Routed clock nets over the placement:
Bar = 50 um.
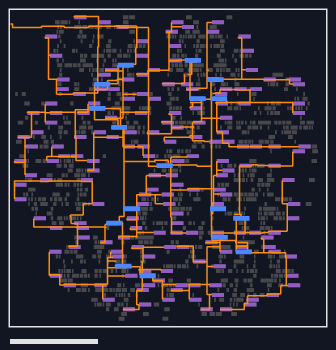
Cell classes on the final placement:
Bar = 50 um.
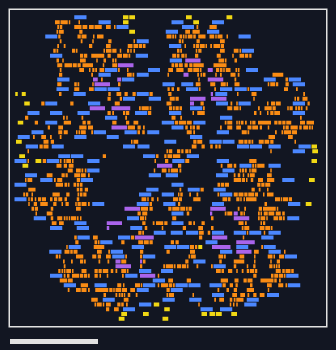
Cell outlines without signal wires:
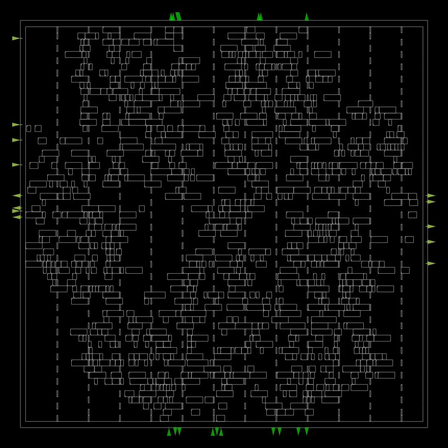
Design elevator_button_debounce, sky130hd; sources not shown.
==> results.txt <==
Reports from this run.

- The die is 180 um wide.
- The highest achievable clock rate is slightly below 0.4 GHz.
- Along the worst hold path, the cell count comes to 1.
- The run finished with clean final reports.
- Per the finish-stage timing summary, setup violations number 0.
- The slew at the pin closest to its max-slew limit is roughly 0.71 ns.
- The critical setup path kind reads reg2out.
- The global routing report lists combined usage of all routing layers as 11.2%.
- The post-detailed-route count of antenna-violating nets is 0.
- The number of cells reported by Yosys stat comes to 991.
- The number of buffers inserted by hold repair at cts reads 0.
- The layout clock buffer count reads 19.
- The portion of netlist area occupied by mux cells is 0.652%.
- The setup fix buffers added after clock tree synthesis is 0.
- After synthesis, the netlist uses 54 different library cells.
- The buffer share of cell area is 3.06%.
- Per the detail_route log, met2 wirelength is 7280 um.
- The setup slack at placement is 3.36 ns.
- The number of flip-flops and latches in the synthesized netlist reads roughly 180.
- STA classifies the critical path endpoint as an output port.
- The final standard cell area without fillers is 0.00981 mm^2.
- The type of the worst min-delay path is reg2reg.
- The least setup slack across all paths after layout is 3.75 ns.
- Of the total power, combinational logic draws 0.8%.
- The detailed-placement wirelength estimate reads 11600 um.
Notes on 'routed clock nets over the placement' above:
[blue] clock drivers | count: 17
[purple] flip-flops | count: 175
[orange] clock wires | length: 2680 um
flops lie: all over the die
clock network power share: 49.9%
clock network latency to the later pin of the worst-skew pair: 0.43 ns
Clock Skew: 0.0104 ns
power in the clock group: 1130 uW

Notes on 'cell classes on the final placement' above:
[yellow] remaining buffers and delay cells | cells: 31 | share of their area: 3.2%
[orange] combinational and other logic | cells: 769 | share of their area: 53%
[blue] sequential cells | cells: 175 | share of their area: 38%
[purple] clock drivers and dummy loads | cells: 32 | share of their area: 6.7%
Std-Cell Core Area: 0.0305 mm^2
total number of placement rows: 64
share of the final layout cell area in sequential cells: 35.7%
share of the core filled with cells in the final layout: 32.2%

Notes on 'cell outlines without signal wires' above:
count of placed standard cells in the final layout, fillers left out: 1403
number of well taps: 396
number of fill cells in the layout: 3173
number of sequential cells: 175

[power groups by stage]
| stage | clock (uW) | sequential (uW) | combinational, uW |
|---|---|---|---|
| final | 1130 | 1120 | 19.1 |
| after floorplan | 0 | 1140 | 8.88 |
| after detailed placement | 0 | 1140 | 19.8 |
| after CTS | 1190 | 1120 | 19.8 |
| after global placement | 0 | 1140 | 19.8 |
| after global routing | 1220 | 1120 | 21.7 |
[through the flow]
stage          instances  utilization [%]
2_1_floorplan        991                -
3_3_place_gp        1371             30.1
3_5_place_dp        1371             30.1
4_1_cts             1403             32.1
5_1_grt             1403             32.2
6_report            1403             32.2
Power figures rest on the tool's default switching activity, not on a simulated workload.
